===== config.mk =====
export PLATFORM = sky130hd
export DESIGN_NAME = uart_rx_param
export DESIGN_NICKNAME = d
export VERILOG_FILES = /design/src/rtl/uart_rx_param.sv
export SDC_FILE = /design/constraint.sdc
export NUM_CORES = 1
export LEC_CHECK = 0
export ABC_AREA = 1
export CORE_MARGIN = 2
export CORE_UTILIZATION = 57
export CTS_CLUSTER_DIAMETER = 150
export DETAILED_ROUTE_END_ITERATION = 16
export GPL_TIMING_DRIVEN = 0
export PLACE_DENSITY = 0.86
export SETUP_SLACK_MARGIN = 0.05
export SKIP_LAST_GASP = 1
export SYNTH_ARGS = -nofsm -noshare
export SYNTH_HDL_FRONTEND = slang
export SYNTH_SLANG_ARGS = --single-unit
export TNS_END_PERCENT = 50

===== constraint.sdc =====
create_clock -name clk -period 2.4 [get_ports clk]
set_clock_uncertainty 0.15 [all_clocks]
set_input_delay 0.24 -clock clk [delete_from_list [all_inputs] [get_ports clk]]
set_output_delay 0.24 -clock clk [all_outputs]
set_load 0.03 [all_outputs]

===== src/rtl/uart_rx_param.sv =====
// Parametrised UART receiver: 3-sample majority per bit, optional parity, 1/2 stop bits,
// one-entry valid/ready holding register with overrun pulse. Optional break detect: UART_RX_BREAK_DET_EN.
module uart_rx_param #(
    parameter int DATA_WIDTH     = 8,
    parameter int PRESCALE_WIDTH = 6
) (
    input  logic                      clk,
    input  logic                      reset,
    input  logic                      RX_IN,
    input  logic [PRESCALE_WIDTH-1:0] prescaler,
    input  logic                      PAR_EN,
    input  logic                      PAR_TYP,
    input  logic                      STOP_TWO,
    output logic [DATA_WIDTH-1:0]     P_DATA,
    output logic                      data_valid,
    output logic                      Parity_Error,
    output logic                      Stop_Error,
    output logic                      Overrun,
`ifdef UART_RX_BREAK_DET_EN
    output logic                      break_det,
`endif
    input  logic                      data_ready
);
    localparam int PW = PRESCALE_WIDTH;
    localparam int DW = DATA_WIDTH;
    localparam int BW = $clog2(DW);
    localparam logic [BW-1:0] LAST_BIT = BW'(DW - 1);

    typedef enum logic [2:0] {
        S_IDLE, S_START, S_DATA, S_PARITY, S_STOP, S_STOP2, S_BRK_WAIT
    } state_t;

    state_t        state_q, state_d;
    logic [1:0]    sync_q;
    logic          rx_prev_q;
    logic [PW-1:0] edge_q, edge_d, p_q, p_d;
    logic [BW-1:0] bit_q, bit_d;
    logic          par_en_q, par_en_d, par_typ_q, par_typ_d, stop_two_q, stop_two_d;
    logic          s0_q, s0_d, s1_q, s1_d;
    logic [DW-1:0] shift_q, shift_d, data_q, data_d;
    logic          par_err_q, par_err_d, stop_err_q, stop_err_d;
    logic          valid_q, valid_d, perr_q, perr_d, serr_q, serr_d, ovr_q, ovr_d;
`ifdef UART_RX_BREAK_DET_EN
    logic          any_one_q, any_one_d, brk_q, brk_d, is_break;
`endif

    logic          rx, maj, at_sample, bit_end, frame_done, commit, fin_stop;
    logic [PW-1:0] p_even, p_eff, half;

    assign rx        = sync_q[1];
    assign p_even    = {prescaler[PW-1:1], 1'b0};
    assign p_eff     = (p_even < PW'(4)) ? PW'(4) : p_even;
    assign half      = p_q >> 1;
    assign at_sample = (edge_q == half + PW'(1));
    assign bit_end   = (edge_q == p_q - PW'(1));
    // Third sample is the live synchroniser output; the first two were captured earlier.
    assign maj       = (s0_q & s1_q) | (s0_q & rx) | (s1_q & rx);
    assign fin_stop  = stop_err_q | ~maj;
`ifdef UART_RX_BREAK_DET_EN
    assign is_break  = ~any_one_q & ~maj;
`endif

    // NOTE: every _d gets its hold value before the case so no path infers a latch.
    always_comb begin
        state_d    = state_q;
        edge_d     = bit_end ? '0 : edge_q + PW'(1);
        p_d        = p_q;
        bit_d      = bit_q;
        par_en_d   = par_en_q;
        par_typ_d  = par_typ_q;
        stop_two_d = stop_two_q;
        s0_d       = (edge_q == half - PW'(1)) ? rx : s0_q;
        s1_d       = (edge_q == half) ? rx : s1_q;
        shift_d    = shift_q;
        par_err_d  = par_err_q;
        stop_err_d = stop_err_q;
        data_d     = data_q;
        valid_d    = valid_q;
        perr_d     = perr_q;
        serr_d     = serr_q;
        ovr_d      = 1'b0;
        frame_done = 1'b0;
        commit     = 1'b0;

        case (state_q)
            S_IDLE: begin
                edge_d = '0;
                if (!rx && rx_prev_q) begin
                    state_d    = S_START;
                    p_d        = p_eff;
                    par_en_d   = PAR_EN;
                    par_typ_d  = PAR_TYP;
                    stop_two_d = STOP_TWO;
                    bit_d      = '0;
                    par_err_d  = 1'b0;
                    stop_err_d = 1'b0;
                end
            end
            S_START: begin
                if (at_sample && maj)
                    state_d = S_IDLE;
                else if (bit_end)
                    state_d = S_DATA;
            end
            S_DATA: begin
                if (at_sample)
                    shift_d = {maj, shift_q[DW-1:1]};
                if (bit_end) begin
                    if (bit_q == LAST_BIT) begin
                        bit_d   = '0;
                        state_d = par_en_q ? S_PARITY : S_STOP;
                    end else begin
                        bit_d = bit_q + BW'(1);
                    end
                end
            end
            S_PARITY: begin
                if (at_sample)
                    par_err_d = (^shift_q) ^ par_typ_q ^ maj;
                if (bit_end)
                    state_d = S_STOP;
            end
            S_STOP: begin
                if (at_sample) begin
                    stop_err_d = fin_stop;
                    frame_done = !stop_two_q;
                end
                if (bit_end)
                    state_d = S_STOP2;
            end
            S_STOP2: begin
                if (at_sample)
                    frame_done = 1'b1;
            end
            S_BRK_WAIT: begin
                edge_d = '0;
                if (rx)
                    state_d = S_IDLE;
            end
            default: state_d = S_IDLE;
        endcase

`ifdef UART_RX_BREAK_DET_EN
        any_one_d = any_one_q;
        brk_d     = 1'b0;
        if (state_q == S_IDLE)
            any_one_d = 1'b0;
        else if (at_sample && maj && state_q != S_START)
            any_one_d = 1'b1;
        if (frame_done) begin
            if (is_break) begin
                brk_d   = 1'b1;
                state_d = S_BRK_WAIT;
            end else begin
                commit  = 1'b1;
                state_d = S_IDLE;
            end
        end
`else
        if (frame_done) begin
            commit  = 1'b1;
            state_d = S_IDLE;
        end
`endif

        // Commit at the last stop sample point; a full register with no taker drops the new frame.
        if (commit) begin
            if (!valid_q || data_ready) begin
                data_d  = shift_q;
                perr_d  = par_err_q;
                serr_d  = fin_stop;
                valid_d = 1'b1;
            end else begin
                ovr_d = 1'b1;
            end
        end else if (valid_q && data_ready) begin
            valid_d = 1'b0;
        end
    end

    always_ff @(posedge clk or posedge reset) begin
        if (reset) begin
            state_q    <= S_IDLE;
            sync_q     <= 2'b11;
            rx_prev_q  <= 1'b1;
            edge_q     <= '0;
            p_q        <= PW'(4);
            bit_q      <= '0;
            par_en_q   <= 1'b0;
            par_typ_q  <= 1'b0;
            stop_two_q <= 1'b0;
            s0_q       <= 1'b1;
            s1_q       <= 1'b1;
            shift_q    <= '0;
            par_err_q  <= 1'b0;
            stop_err_q <= 1'b0;
            data_q     <= '0;
            valid_q    <= 1'b0;
            perr_q     <= 1'b0;
            serr_q     <= 1'b0;
            ovr_q      <= 1'b0;
`ifdef UART_RX_BREAK_DET_EN
            any_one_q  <= 1'b0;
            brk_q      <= 1'b0;
`endif
        end else begin
            state_q    <= state_d;
            sync_q     <= {sync_q[0], RX_IN};
            rx_prev_q  <= rx;
            edge_q     <= edge_d;
            p_q        <= p_d;
            bit_q      <= bit_d;
            par_en_q   <= par_en_d;
            par_typ_q  <= par_typ_d;
            stop_two_q <= stop_two_d;
            s0_q       <= s0_d;
            s1_q       <= s1_d;
            shift_q    <= shift_d;
            par_err_q  <= par_err_d;
            stop_err_q <= stop_err_d;
            data_q     <= data_d;
            valid_q    <= valid_d;
            perr_q     <= perr_d;
            serr_q     <= serr_d;
            ovr_q      <= ovr_d;
`ifdef UART_RX_BREAK_DET_EN
            any_one_q  <= any_one_d;
            brk_q      <= brk_d;
`endif
        end
    end

    assign P_DATA       = data_q;
    assign data_valid   = valid_q;
    assign Parity_Error = perr_q;
    assign Stop_Error   = serr_q;
    assign Overrun      = ovr_q;
`ifdef UART_RX_BREAK_DET_EN
    assign break_det    = brk_q;
`endif

endmodule


### Routed metal per tile

The die is cut into 14 by 14 equal tiles; black is low, pale yellow is high, scaled to the fullest tile. Values are wire area over tile area, all layers added.
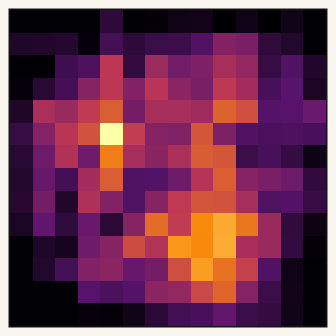
tiles over half the peak: 16%
nearly empty tiles: 14%
emptiest ninth of the die: bottom left
fullest tile: 0.63
mean over tiles: 0.17

==> results.sh <==
# flow metrics
export IMPL_clock_latency_ns=0.31
export IMPL_grt_pass1_vias=2212
export IMPL_initCoreUtil_pct=60.20
export IMPL_status="complete, no violations"
export IMPL_critical_path_top_delay_family="simple AND/OR/NAND/NOR gates"
export IMPL_r2r_setup_slack_ns=0.18
export IMPL_p_leak_nw=1.599
export IMPL_drc=0
export IMPL_antenna_left=0
export IMPL_syn_cell_area_mm2=0.002658
export IMPL_wirelength_um=5669
export IMPL_dpl_hpwl_um=4129
export IMPL_dieArea_mm2=0.005224
export IMPL_r2r_end="P_DATA[4]"
export IMPL_crit_arrival_ns=2.28
export IMPL_simple_gate_share_pct=32.25
export IMPL_viasPerCell=5.249
export IMPL_syn_inst=345
export IMPL_xor_area_share_pct=4.284
export IMPL_die_x_um=72.28
export IMPL_setup_tns_ns=0
export IMPL_area_leaders="dfrtp_1 (39%), nand2_1 (16%), dfstp_2 (5.9%)"
export IMPL_setup_viol=0
export IMPL_aoi_share_pct=7.957
export IMPL_cpPeakStageDelay_ns=0.56
export IMPL_max_slew_margin_pct=68.74
export IMPL_rsz0062_at_grt="false"
export IMPL_die_y_um=72.28
export IMPL_cts_tree="built"
export IMPL_clkPwrFrac_pct=13.1
export IMPL_grt_pass1_wl_um=9729
export IMPL_worstPathMaxFanout=10
export IMPL_cts_buffers=5
export IMPL_internal_power_mw=1.943
export IMPL_cp_end_kind="flip-flop"
export IMPL_fp_nets=363
export IMPL_cts_sinks=47
export IMPL_yosys_cells=345
export IMPL_grt_max_degree=28
export IMPL_clockRootBuffer="clkbuf_8"
export IMPL_endpoint="P_DATA[4]"
export IMPL_hold_buffers=0
export IMPL_r2r_cells=14
export IMPL_gp_congestion=0.9197
export IMPL_ys_sh_mux_pct=0
export IMPL_register_area_mm2=0.001185
export IMPL_slew_viol_final=0
export IMPL_p_seq_share_pct=34.9
export IMPL_syn_to_final_growth_pct=18.13
export IMPL_numSynthFlops=47
export IMPL_tightest_slew_ns=0.4682
export IMPL_place_area_mm2=0.002973
export IMPL_path_class="reg -> reg"
export IMPL_combPwrFrac_pct=52.0
export IMPL_syn_area_per_cell_um2=7.703
export IMPL_timing_fmax_ghz=0.4494
export IMPL_reg2reg_from="p_q[2]"
export IMPL_numPortBuffers=23
export IMPL_post_drt_wl_per_cell_um=13.09
### Placement view

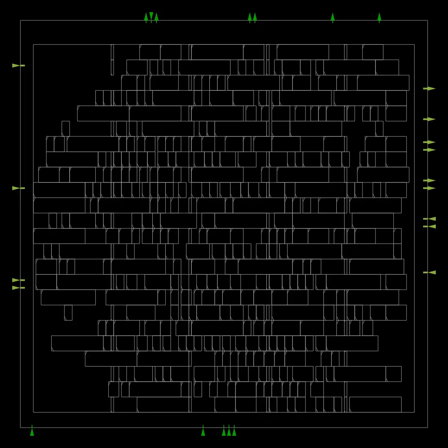
core area: 0.004414 mm²
Tap Cells: 52
Finished Layout Cells: 433
share of the core filled with cells: 71.12%
Fillers: 342

==> synthesized netlist by cell type <==
cell type,count
nand2_1,115
inv_1,42
dfrtp_1,41
nand3_1,25
nor2_1,23
o21ai_0,14
inv_2,8
nand2_2,8
a21oi_1,7
xnor2_1,7
dfstp_2,6
o21ai_1,6
xor2_1,6
ha_1,5
o21ai_2,5
nand4_1,4
nor3_1,4
nor2_4,3
buf_6,2
nand2_4,2
a211oi_2,1
a31oi_1,1
buf_2,1
buf_4,1
inv_4,1
nand3_2,1
nand3_4,1
nand3b_1,1
nor2_8,1
nor3b_1,1
o21a_1,1
o22ai_1,1
==> per-layer routing <==
metal | up-vias | track usage [%] | part of all wire, %
met5 | - | 0 | 0
met4 | 0 | 9.434 | 2.3
met3 | 15 | 6.250 | 5.0
met2 | 62 | 39.35 | 48
met1 | 1048 | 30.53 | 45
li1 | 1148 | - | -
==> power by group through the flow <==
stage | sequential (mW) | clock [mW] | combinational, mW
detailed placement | 1.27 | 0 | 1.74
CTS | 1.24 | 0.477 | 1.78
global placement | 1.25 | 0 | 1.68
global route | 1.29 | 0.512 | 2.11
finish | 1.26 | 0.472 | 1.88
floorplan | 1.30 | 0 | 1.29
==> area by class of cell <==
| type | instances | share of cell area, % |
|---|---|---|
| multi-input combinational | 243 | 41.25 |
| sequential | 47 | 37.74 |
| timing repair buffer | 28 | 8.928 |
| inverter | 51 | 6.178 |
| clock buffer | 6 | 2.312 |
| tap | 52 | 2.073 |
| buffer | 4 | 1.116 |
| clock inverter | 2 | 0.3986 |
==> metrics by stage <==
step / total power, mW / setup WS (ns)
global route: 3.914 / 0.04884
finish: 3.611 / 0.1751
floorplan: 2.593 / 0.2413
CTS: 3.503 / 0.08740
global placement: 2.929 / 0.004927
detailed placement: 3.010 / 0.01967
Power is estimated from default activity; no workload was simulated.
